--- config.mk ---
export PLATFORM = sky130hd
export DESIGN_NAME = opb_register_bank_simulink2ppc
export DESIGN_NICKNAME = d
export VERILOG_FILES = /design/src/rtl/opb_register_bank_simulink2ppc.sv
export SDC_FILE = /design/constraint.sdc
export NUM_CORES = 1
export LEC_CHECK = 0
export CAP_MARGIN = 20
export CELL_PAD_IN_SITES_DETAIL_PLACEMENT = 1
export CELL_PAD_IN_SITES_GLOBAL_PLACEMENT = 1
export CORE_MARGIN = 2
export CORE_UTILIZATION = 34
export DETAILED_ROUTE_END_ITERATION = 10
export PLACE_DENSITY = 0.79
export SLEW_MARGIN = 20
export SYNTH_ARGS = -nofsm -noshare
export SYNTH_HDL_FRONTEND = slang
export SYNTH_SLANG_ARGS = --single-unit
--- constraint.sdc ---
create_clock -name OPB_Clk -period 5.7 [get_ports OPB_Clk]
set_input_delay 0.855 -clock OPB_Clk [delete_from_list [all_inputs] [get_ports OPB_Clk]]
set_output_delay 0.855 -clock OPB_Clk [all_outputs]
set_load 0.01 [all_outputs]
--- src/rtl/opb_register_bank_simulink2ppc.sv ---
// OPB slave exposing C_NUM_REGS user status words as read-only registers, with
// a CTRL/STATUS pair that selects live or snapshot reads and counts snapshots.
module opb_register_bank_simulink2ppc #(
    parameter logic [31:0] C_BASEADDR    = 32'h01080100,
    parameter logic [31:0] C_HIGHADDR    = 32'h010801FF,
    parameter int          C_OPB_AWIDTH  = 32,
    parameter int          C_OPB_DWIDTH  = 32,
    parameter int          C_NUM_REGS    = 4,
    parameter int          C_USER_DWIDTH = 32
) (
    input  logic                                  OPB_Clk,
    input  logic                                  OPB_Rst,
    input  logic [0:C_OPB_AWIDTH-1]               OPB_ABus,
    input  logic [0:3]                            OPB_BE,
    input  logic [0:C_OPB_DWIDTH-1]               OPB_DBus,
    input  logic                                  OPB_RNW,
    input  logic                                  OPB_select,
    input  logic                                  OPB_seqAddr,
    output logic [0:C_OPB_DWIDTH-1]               Sl_DBus,
    output logic                                  Sl_xferAck,
    output logic                                  Sl_errAck,
    output logic                                  Sl_retry,
    output logic                                  Sl_toutSup,
    input  logic [C_NUM_REGS*C_USER_DWIDTH-1:0]   user_data_in,
    input  logic                                  snap_req,
    output logic                                  snap_done
);

    localparam int UW = C_NUM_REGS * C_USER_DWIDTH;

    typedef enum logic {IDLE, ACK} state_t;

    state_t        state_q, state_d;
    logic          ack_q, ack_d;
    logic [31:0]   dbus_q, dbus_d;
    logic          wr_pend_q, wr_pend_d;
    logic          wr_mode_q, wr_mode_d;
    logic          wr_snap_q, wr_snap_d;
    logic          mode_q, mode_d;
    logic [UW-1:0] snap_q, snap_d;
    logic [15:0]   cnt_q, cnt_d;
    logic          snap_done_q, snap_done_d;

    logic [31:0]   addr;
    logic [31:0]   offset;
    logic [29:0]   word;
    logic          hit;
    logic          ctrl_sel;
    logic [31:0]   rdata;
    logic          sw_trig;
    logic          trig;

    assign addr     = 32'(OPB_ABus);
    assign offset   = addr - C_BASEADDR;
    assign word     = offset[31:2];
    assign hit      = OPB_select && (addr >= C_BASEADDR) && (addr <= C_HIGHADDR);
    assign ctrl_sel = (word == 30'd0);

    // Read mux; channels zero-extend to the 32-bit bus
    always_comb begin
        rdata = '0;
        if (word == 30'd0) begin
            rdata[0] = mode_q;
        end else if (word == 30'd1) begin
            rdata = {16'b0, cnt_q};
        end
        for (int i = 0; i < C_NUM_REGS; i++) begin
            if (word == 30'(i + 4)) begin
                rdata = mode_q ? 32'(snap_q[i*C_USER_DWIDTH +: C_USER_DWIDTH])
                               : 32'(user_data_in[i*C_USER_DWIDTH +: C_USER_DWIDTH]);
            end
        end
    end

    always_comb begin
        state_d   = state_q;
        ack_d     = 1'b0;
        dbus_d    = '0;
        wr_pend_d = 1'b0;
        wr_mode_d = 1'b0;
        wr_snap_d = 1'b0;
        case (state_q)
            IDLE: begin
                if (hit) begin
                    state_d   = ACK;
                    ack_d     = 1'b1;
                    dbus_d    = OPB_RNW ? rdata : 32'd0;
                    wr_pend_d = !OPB_RNW && ctrl_sel && OPB_BE[3];
                    wr_mode_d = OPB_DBus[C_OPB_DWIDTH-1];
                    wr_snap_d = OPB_DBus[C_OPB_DWIDTH-2];
                end
            end
            ACK: begin
                state_d = IDLE;
            end
            default: begin
                state_d = IDLE;
            end
        endcase
    end

    // CTRL writes commit at the edge that closes the ack cycle
    assign sw_trig = (state_q == ACK) && wr_pend_q && wr_snap_q;
    assign trig    = snap_req || sw_trig;

    always_comb begin
        mode_d      = mode_q;
        snap_d      = snap_q;
        cnt_d       = cnt_q;
        snap_done_d = trig;
        if ((state_q == ACK) && wr_pend_q) begin
            mode_d = wr_mode_q;
        end
        if (trig) begin
            snap_d = user_data_in;
            cnt_d  = cnt_q + 16'd1;
        end
    end

    always_ff @(posedge OPB_Clk or posedge OPB_Rst) begin
        if (OPB_Rst) begin
            state_q     <= IDLE;
            ack_q       <= 1'b0;
            dbus_q      <= '0;
            wr_pend_q   <= 1'b0;
            wr_mode_q   <= 1'b0;
            wr_snap_q   <= 1'b0;
            mode_q      <= 1'b0;
            snap_q      <= '0;
            cnt_q       <= '0;
            snap_done_q <= 1'b0;
        end else begin
            state_q     <= state_d;
            ack_q       <= ack_d;
            dbus_q      <= dbus_d;
            wr_pend_q   <= wr_pend_d;
            wr_mode_q   <= wr_mode_d;
            wr_snap_q   <= wr_snap_d;
            mode_q      <= mode_d;
            snap_q      <= snap_d;
            cnt_q       <= cnt_d;
            snap_done_q <= snap_done_d;
        end
    end

    assign Sl_DBus    = C_OPB_DWIDTH'(dbus_q);
    assign Sl_xferAck = ack_q;
    assign Sl_errAck  = 1'b0;
    assign Sl_retry   = 1'b0;
    assign Sl_toutSup = 1'b0;
    assign snap_done  = snap_done_q;

    logic unused_ok;
    assign unused_ok = &{1'b0, OPB_seqAddr, offset[1:0], OPB_BE[0:2],
                         OPB_DBus[0:C_OPB_DWIDTH-3]};

endmodule
==> results.txt, run 1 <==
Reports from this run.

- The flow ran to the end, and the final reports show no timing, DRC or antenna violations.
- The all-layer global routing usage is 20.7%.
- After layout the clock buffers and inverters come to 5.27% of cell area.
- The largest fanout on the critical path reads 23.
- The area enclosed by the die boundary is just under 0.03 sq mm.
- The switching power as a share of total power reads 26.0%.
- The core area is approximately 0.027 sq mm.
- Per STA, the worst path accumulates the most delay in the family simple AND/OR/NAND/NOR gates.
- The power dissipated in the clock network is between 1000 and 1500 uW.
- The count of routing violations after the opening detailed-route iteration reads 401.
- The start of the worst register-to-register path is mode_q.
- The max-capacitance violation count is 0.
- STA classifies the critical path endpoint as a flop.
- The end point of the critical path is Sl_DBus[24].
- The critical path goes through buf_2, buf_4, nand2b_1, o22ai_1, nand2_1, nand4_1, a311oi_2.
- The total of hold buffers inserted after clock tree synthesis reads 0.
- Counting instances, the worst hold path has a depth of 2.
- Before placement the cells fill a little over a third of the core.
- After detailed routing, the average wire length per cell comes to between 15 and 20 um.
- For this run, the register share of the synthesized area comes to between 40% and 50%.
- The number of gates resized after cts is 0.
- The final routed wirelength across all metal layers is 29.3 mm.
- The final design instance area without fill reads 0.0123 sq mm.
- The initial antenna violation count reads 6.
- The flip-flop and latch share of the layout cell area reads between 30% and 40%.
- The largest total area in the synthesized netlist belongs to dfrtp_1.
- The data arrival time reported for the critical path is around 3.3 ns.
- After layout, the worst setup slack is about 2.7 ns.
- The clock transition time at the flip-flop clock pins of the worst setup and hold paths reads 0.06 ns.
- Multi-input logic gates represent a cell area share of between 30% and 40%.
- The delay contributed by the slowest stage of the critical path is about 0.74 ns.
- The largest clock skew in the final design is 0.0156 ns.
- The most common cell in the synthesized netlist is nand2_1.
- The number of sinks driven by the clock tree reads about 180.
- The logic area is 0.00453 sq mm.
- The worst register-to-register path ends at Sl_DBus[20].
- The area taken by flip-flops and latches reads 0.00456 sq mm.
- The combinational power share is between 10 and 15%.
- TritonCTS built the clock tree.
- The worst min-delay path endpoint is snap_q[79].
- After the last flow step, the layout net total stands at approximately 1,300.
- The placement stage leaves a total instance area of roughly 0.012 sq mm.
- The post-synthesis instance area reads approximately 0.0094 sq mm.
- The wire length of the first global-routing pass reads 46.4 mm.
- The cell-internal power is ~2400 uW.
- Logged for this run, the post-placement worst setup slack is approximately 1.9 ns.
- The register with the most flip-flops reads snap_q.
- A synthesized cell averages between 9 and 10 sq um.
- The transition at the pin with the smallest max-transition slack reads around 1.1 ns.
- In this run the most critical hold path is launched from snap_q[79].
- CTS reports a maximum clock tree buffer depth of 2.
- The via count reads ~7,800.
- The register bit total from synthesis is 182.
- Per report_power, the top consumer among the power groups is registers.
- The nature of the critical path startpoint is an input pin.
- Counting flops with an async set or reset pin after synthesis yields a share of 100%.
- Per the gpl log, the routability congestion estimate is 0.777.
- The post-route antenna net violation count reads 0.
- Of the post-synthesis cell area, the dominant cell type holds between 40% and 50%.
- In the routed design, unresolved DRC markers number 0.
- Per the slew report, the remaining headroom to the max-slew limit stands at around a quarter.
- The number of distinct library cells after synthesis reads approximately 48.
- The overall power after layout reads 3260 uW.
- The die outline height reads around 170 um.
- Entering global routing, the biggest net connects roughly 180 pins.
- Dividing the detail-routed via count by the number of cells gives about 5.2.
- The clock root buffer master reads clkbuf_16.
- The final report lists the setup-violating endpoint count as 0.
- In the layout the commonest cells are nand2_1, clkdlybuf4s50_1, dfrtp_1.
- The required arrival time at the worst endpoint is 6.04 ns.
- The via count of the first global-routing pass is around 8,600.
- Power spread over the standard cell area amounts to approximately 260 mW/mm^2.
- The final number of hold-violating endpoints is 0.
- The critical path launch point reads OPB_ABus[28].
[run 1: kinds of logic after synthesis]
logic type / share of synthesized area (%)
other cells: 0.0400
flops: 48.5
buf+inv: 3.53
compound gates: 5.92
simple gates: 23.4
mux: 17.0
xor+xnor: 1.40
fa+ha+maj: 0.133
[run 1: metal layers]
layer / part of all wire (%) / up-vias / global-route usage, % / routed length, um
li1: - / 3611 / - / -
met1: 44 / 3950 / 26.0 / 12800
met2: 50 / 189 / 35.6 / 14500
met3: 5.1 / 34 / 4.21 / 1490
met4: 1.7 / 0 / 6.84 / 512
met5: 0 / - / 0 / 0
[run 1: tightest hold or removal path: cells and delay by family, from the launching register on]
family	cells	cell delay, ns
DFF	1	0.34
and+or+nand+nor	2	0.09
Figure 1. Congestion heat map (run 1).
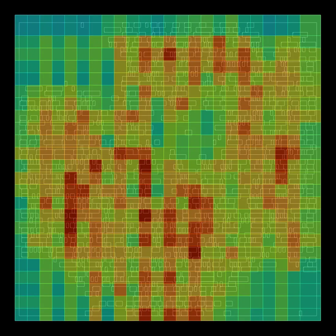
GR peak layer: met2
met1 Use GR: 26.0%
routing usage on met3: 4.21%

Figure 2. The metal 3 layer (run 1).
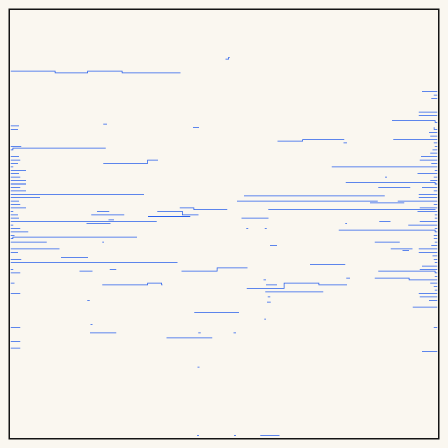
longest straight run: 66.2 um
main direction: horizontal
wire length on this layer: 1,490 um
nets with wire on the layer: 126

Figure 3. Register map, names as in the netlist (run 1).
Other sequential cells in the stronger gray, the rest of the logic in the fainter gray.
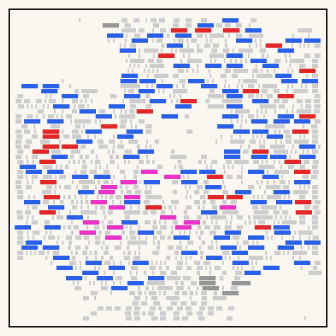
| color | netlist name | flops |
|---|---|---|
| red | `Sl_DBus` | 32 |
| blue | `snap_q` | 128 |
| magenta | `cnt_q` | 16 |

==> inputs of run 2 (changes only) <==
CORE_UTILIZATION = 38   (was 34)
PLACE_DENSITY = 0.84   (was 0.79)
clock period = 2.9 ns   (was 5.7 ns; I/O delays follow)
==> results.txt, run 2 <==
Reports from this run.

- The flow ran to the end, and the final reports show no timing, DRC or antenna violations.
- The minimum setup slack in the final design was 0.596 ns (-2.11 ns).
- The logic area was 0.00453 sq mm (about the same).
- The register with the most flip-flops in the final layout is snap_q.
- The post-route antenna net violation count reads 0 (unchanged).
- The required arrival time at the worst endpoint reads 3.22 ns (-2.82 ns).
- The number of non-clock buffers in the layout reads ~220.
- The share of flip-flops with an asynchronous set or reset after synthesis reads 100% (unchanged).
- The final design instance area without fill is 0.0124 sq mm (+0.52%).
- The post-synthesis sequential area ratio was 48.5% (unchanged).
- The via count of the first global-routing pass reads 8,744 (+2.0%).
- The detailed route wirelength on metal3 is 1.12 mm (-25%).
- The largest fanout on the critical path came to 30 (+30%).
- The kind of critical path reads input pin to flop.
- The cell-internal power came to 4450 uW (+85%).
- The routability-driven placement congestion ratio is 0.794 (+2.1%).
- The final number of hold-violating endpoints is 0 (unchanged).
- The end of the worst register-to-register path reads Sl_DBus[20].
- The wire length of the first global-routing pass reads 47.3 mm (+1.9%).
- The clock tree cell share of total cell area was 4.80% (-0.46 points).
- The achievable frequency reads roughly 430 MHz.
- In this run the VDD rail shows a maximum IR drop of between 400 and 500 uV.
- The final total negative setup slack reads 0 ns.
- The timing report shows the most common cell along the critical path to be nand4_1.
- The area taken by flip-flops and latches is 0.00456 sq mm (unchanged).
- The die outline height is 161 um (-5.3%).
- The residual DRC count reads 0 (unchanged).
- Power attributed to combinational cells is just over 900 uW.
- The met1 capacity usage during global routing is 30.4% (+4.4 points).
- The number of tap cells added at floorplan is between 300 and 400.
- The routed wire length on met2 came to 14.9 mm (+3.0%).
- The multi-input gate share of total cell area is 36.6% (-0.21 points).
- The busiest layer in global routing is met2.
- The post-detailed-route via-to-cell ratio is 5.36 (+2.6%).
- The final setup violation count was 0 (unchanged).
- The share of total power dissipated in the clock network is a little under two fifths.
- The average detailed-routed wire length per instance reads 19.9 um (+1.2%).
- The final sequential cell count is 182.
- The routing usage on met3 is 3.24% (-0.97 points).
- The total of hold buffers inserted after clock tree synthesis is 0 (unchanged).
- The endpoint of the worst hold path is reported as snap_q[22].
- In this run the critical path is formed by clkdlybuf4s50_1, nor4_1, nand4_1, nor4b_4, buf_12, nand4_1, a311oi_1.
- The core area is 0.0243 sq mm (-10%).
- The final-layout worst hold slack reads between 0.4 and 0.5 ns.
- Among all cell types in the netlist, the one instantiated most often is nand2_1.
- The wire length on met1 reads 12.9 mm (+0.84%).
- The core utilization before placement is 38.6% (+3.9 points).
- Measured along the x axis, the die boundary spans roughly 160 um.
- The clock transition time at the flip-flop clock pins of the worst setup and hold paths came to 0.07 ns (about the same).
- The all-layer global routing usage is 23.2% (+2.5 points).
- The cell area after placement is 0.0118 sq mm (+1.2%).
- The TritonCTS clock tree is done.
- The number of gates resized after cts is 0 (unchanged).
- The leading cell type in the layout, fill and taps excluded is nand2_1.
- The report puts the cell count of the worst reg-to-reg path at 6.
- The number of cells traversed by the worst hold path reads 2 (unchanged).
- The initial antenna violation count is 1 (-5).
- The count of routing violations after the opening detailed-route iteration is 540 (+35%).
- The number of nets in the layout reads 1,342 (+0.68%).
- The number of sinks driven by the clock tree is 182 (unchanged).
- The max-capacitance violation count is 0 (unchanged).
- The switching power as a share of total power reads 28.2% (+2.1 points).
- The library cell with the largest summed area after synthesis is dfrtp_1.
- The buffer_ports step reported a buffer count of roughly 200.
- In the synthesized netlist, the cells that appear most often are nand2_1, dfrtp_1, mux2i_1.
- The mean instance size in the synthesized netlist is 9.71 sq um (unchanged).
- The top power consumer group is registers.
- The proportion of netlist area held by the largest area contributor came to 48.5% (unchanged).
- The highest signal layer in the routed design is met4.
- The maximum number of pins on one net before global-route repair was 133 (-27%).
- The total power per unit cell area reads 501 mW/mm^2 (+89%).
- OpenSTA lists the critical path endpoint as Sl_DBus[28].
- The register bit total from synthesis is 182 (unchanged).
- The area enclosed by the die boundary is 0.0260 sq mm (-10%).
- The power dissipated in the clock network reads 2380 uW (+79%).
- The post-synthesis instance area reads 0.00939 sq mm (unchanged).
- The library cells used most frequently in the layout, excluding fill and tap cells, are nand2_1, clkdlybuf4s50_1, dfrtp_1.
- The largest clock skew in the final design was 0.0149 ns (-0.000685 ns).
- The start of the worst register-to-register path reads mode_q.
- The nature of the critical path startpoint is an input pin.
- The overall power after layout is 6200 uW (+90%).
- The delay contributed by the slowest stage of the critical path reads 0.44 ns (-0.30 ns).
- The combinational power share was 14.9% (+0.9 points).
- The buffer and inverter count on the worst path reads 2.
- The number of placed instances, taps included, is 1,444.
- Looking at the power breakdown, sequential logic takes between 40 and 50% of the total.
- STA classifies the critical path endpoint as a flop.
- The flip-flop count of the largest register after layout reads ~130.
- The maximum clock path buffer count reads 2 (unchanged).
- The post-place setup slack is 0.185 ns (-1.73 ns).
- The met2 demand-to-capacity share in global routing reads 40.6% (+5.0 points).
- The arrival time of the worst setup path was 2.62 ns (-0.71 ns).
- The Yosys warning count reads 0.
- The startpoint identified for the worst hold timing path is snap_q[22].
- The relative slew slack reads 44.7% (+20 points).
- The family with the most delay on the worst path is simple AND/OR/NAND/NOR gates.
- The number of clock buffer instances in the layout is 18.
- The transition at the pin with the smallest max-transition slack is 0.829 ns (-0.304 ns).
- The proportion of final cell area spent on non-clock buffers reads around 18%.
- The critical path launch point reads OPB_ABus[5].
- The final global-route overflow total is 0.
- The flip-flop and latch share of the layout cell area was 36.8% (-0.19 points).
- The clock root buffer master reads clkbuf_16.
- The number of distinct library cells after synthesis reads 48 (unchanged).
- The number of enable flip-flop cells is 0.
-- run 2: netlist changes by cell type in the layout (fill, tap and decap cells not counted), sizes merged --
cell and delta:
buf +9, bufinv -4, clkbuf -1, clkinv +3, diode -4, inv +2
-- run 2: worst reg2reg max path, delay by kind of cell, from the launching register on --
kind / cells / cell delay (ns)
buf+inv: 1 / 0.32
compound gates: 3 / 0.40
flops: 1 / 0.72
mux: 1 / 0.37
simple gates: 1 / 0.18
-- run 2: logic make-up (layout without fill, tap and decap cells) --
kind of cell               Yosys count  count (layout)  synth area share [%]
AOI/OAI and AO/OA                   66              66                  5.92
adders and majority gates            1               1                 0.133
DFF                                182             182                  48.5
muxes                              113             113                  17.0
xor gates and xnor gates            15              15                  1.40
buffers and inverters               77             260                  3.53
and+or+nand+nor                    512             512                  23.4
other                                1               4                0.0400
Figure 4. The metal 3 layer (run 2).
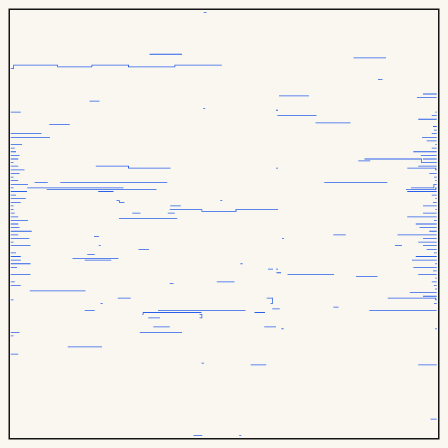
share of all routed wire: 3.8%
longest straight run: 40.9 um
nets with wire on the layer: 142
main direction: horizontal
wire length on this layer: 1,120 um
routed wire length: 29.4 mm
via total after detailed routing: 7,919

==> inputs of run 3 (changes only) <==
clock period = 2.35 ns   (was 2.9 ns; I/O delays follow)
==> results.txt, run 3 <==
Reports from this run.

- The flow ran to the end, and the final reports show no timing, DRC or antenna violations.
- The end point of the critical path is Sl_DBus[29].
- The core utilization before placement is 38.6% (unchanged).
- The switching power as a share of total power was 29.1% (+0.95 points).
- The number of nets in the layout is 1,372 (+2.2%).
- The achievable frequency reads around 460 MHz.
- The clock root buffer master is clkbuf_16.
- The multi-input gate share of total cell area is 35.8% (-0.85 points).
- The core area was 0.0243 sq mm (unchanged).
- The library cell with the largest summed area after synthesis is dfrtp_1.
- Per the cell usage report, the commonest logic cells after layout are nand2_1, clkdlybuf4s50_1, dfrtp_1.
- The power dissipated in the clock network reads 2880 uW (+21%).
- The routability-driven placement congestion ratio is 0.809 (+1.9%).
- The proportion of final cell area spent on non-clock buffers was 20.0% (+1.9 points).
- The number of clock buffer instances in the layout reads 17 (-1).
- The area taken by flip-flops and latches is 0.00456 sq mm (unchanged).
- The horizontal die dimension is 161 um (unchanged).
- The final design instance area without fill reads 0.0127 sq mm (+2.4%).
- The wire length on met1 reads 12.8 mm (-0.82%).
- The share of flip-flops with an asynchronous set or reset after synthesis was 100% (unchanged).
- The cell-internal power is 5410 uW (+22%).
- The number of cell instances on the worst register-to-register path is 7 (+1).
- The register with the most flip-flops in the final layout is snap_q.
- The flip-flop and latch share of the layout cell area reads 36.0% (-0.85 points).
- The Yosys warning count reads 0 (unchanged).
- The nature of the critical path startpoint is an input pin.
- The max-capacitance violation count is 0 (unchanged).
- The transition at the pin with the smallest max-transition slack reads 0.711 ns (-0.119 ns).
- The required arrival time at the worst endpoint is 2.66 ns (-0.56 ns).
- The relative slew slack is 52.6% (+7.9 points).
- The routing usage on met3 is 3.65% (+0.41 points).
- The delay contributed by the slowest stage of the critical path is 0.46 ns (+0.02 ns).
- The clock transition time at the flip-flop clock pins of the worst setup and hold paths is 0.08 ns (about the same).
- The kind of end point of the critical path reads a flop.
- The buffer and inverter count on the worst path reads 3 (+1).
- The number of distinct library cells after synthesis reads 48 (unchanged).
- The total power per unit cell area is 603 mW/mm^2 (+20%).
- The proportion of netlist area held by the largest area contributor is 48.5% (unchanged).
- Per STA, the worst path is made up of clkdlybuf4s50_1, nor4_4, nand4_2, nor4_2, buf_4, nor2_2, buf_4, a311oi_1.
- The arrival time of the worst setup path is 2.50 ns (-0.12 ns).
- The clock tree cell share of total cell area reads 4.75% (-0.052 points).
- The initial antenna violation count reads 0 (-1).
- The most common cell in the synthesized netlist is nand2_1.
- The via count of the first global-routing pass reads 9,059 (+3.6%).
- The number of enable flip-flop cells reads 0 (unchanged).
- The maximum number of pins on one net before global-route repair is 115 (-14%).
- The met2 demand-to-capacity share in global routing was 42.2% (+1.6 points).
- The largest fanout on the critical path was 5 (-83%).
- The combinational power share was 15.4% (+0.5 points).
- The mean instance size in the synthesized netlist is 9.71 sq um (unchanged).
- The met1 capacity usage during global routing is 29.8% (-0.64 points).
- The final sequential cell count is 182 (unchanged).
- The family with the most delay on the worst path is simple AND/OR/NAND/NOR gates.
- The post-detailed-route via-to-cell ratio was 5.35 (-0.20%).
- The die outline height is 161 um (unchanged).
- The critical path launch point reads OPB_ABus[15].
- The number of non-clock buffers in the layout is 251 (+14%).
- The total of hold buffers inserted after clock tree synthesis is 0 (unchanged).
- Per the timing report, the most critical flop-to-flop path finishes at Sl_DBus[18].
- The residual DRC count came to 0 (unchanged).
- The start of the worst register-to-register path is Sl_xferAck.
- In this run the most used layer during global routing was met2.
- The register bit total from synthesis reads 182 (unchanged).
- The count of routing violations after the opening detailed-route iteration came to 501 (-7.2%).
- The maximum clock path buffer count came to 2 (unchanged).
- The final number of hold-violating endpoints is 0 (unchanged).
- The kind of critical path reads input pin to flop.
- The flip-flop count of the largest register after layout reads 128 (unchanged).
- The cell area after placement is 0.0121 sq mm (+2.4%).
- The area enclosed by the die boundary reads 0.0260 sq mm (unchanged).
- The proportion of power drawn by flip-flops and latches is 46.9% (about the same).
- The final global-route overflow total reads 0 (unchanged).
- The TritonCTS clock tree reads done.
- The power of the combinational group reads 1170 uW (+27%).
- The highest ir drop seen on vdd is 387 uV (-4.4%).
- The logic area reads 0.00453 sq mm (unchanged).
run 3: cells by family (layout without fill, tap and decap cells):
logic type	count (synthesis)	in the layout	share of synthesized area, %
AOI/OAI and AO/OA	66	66	5.92
xor gates and xnor gates	15	15	1.40
adders and majority gates	1	1	0.133
buffers and inverters	77	290	3.53
DFF	182	182	48.5
muxes	113	113	17.0
other	1	3	0.0400
and+or+nand+nor	512	512	23.4
run 3: per-stage QoR:
step	hold WS (ns)	setup WS, ns	TNS (ns)	std cells
3_5_place_dp	0.452	-0.246	-6.05	1474
6_report	0.251	0.157	0	1506
5_1_grt	0.262	0.0150	0	1506
4_1_cts	0.240	0.149	0	1506
3_3_place_gp	0.443	-0.165	-4.31	1474
2_1_floorplan	0.433	-0.339	-61.71	969
Figure 5. Signal wires by layer (run 3).
Only two layers are drawn.
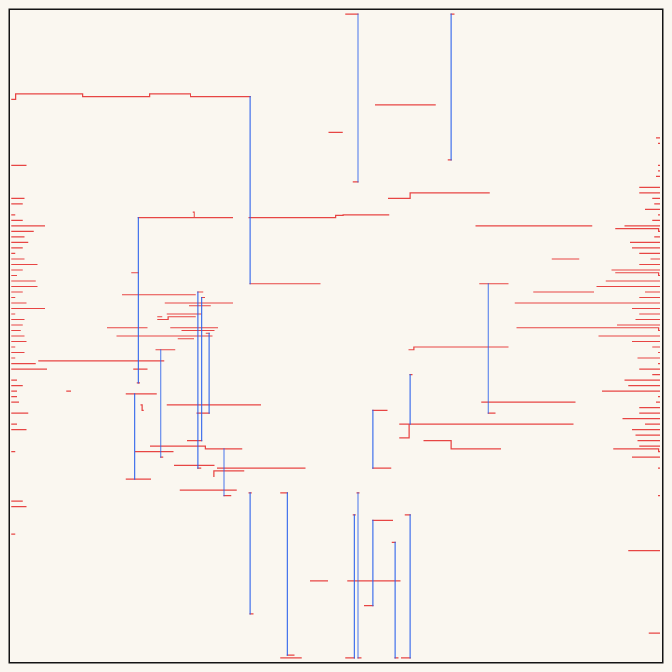
| color | layer | wire length |
|---|---|---|
| red | M3 | 1,200 um |
| blue | M4 | 612 um |
via total after detailed routing: 8,058
average routed wire per standard cell: 19.8 um
global-route usage over all layers: 23.7%
routed wire length: 29.9 mm

Power is estimated from default activity; no workload was simulated.
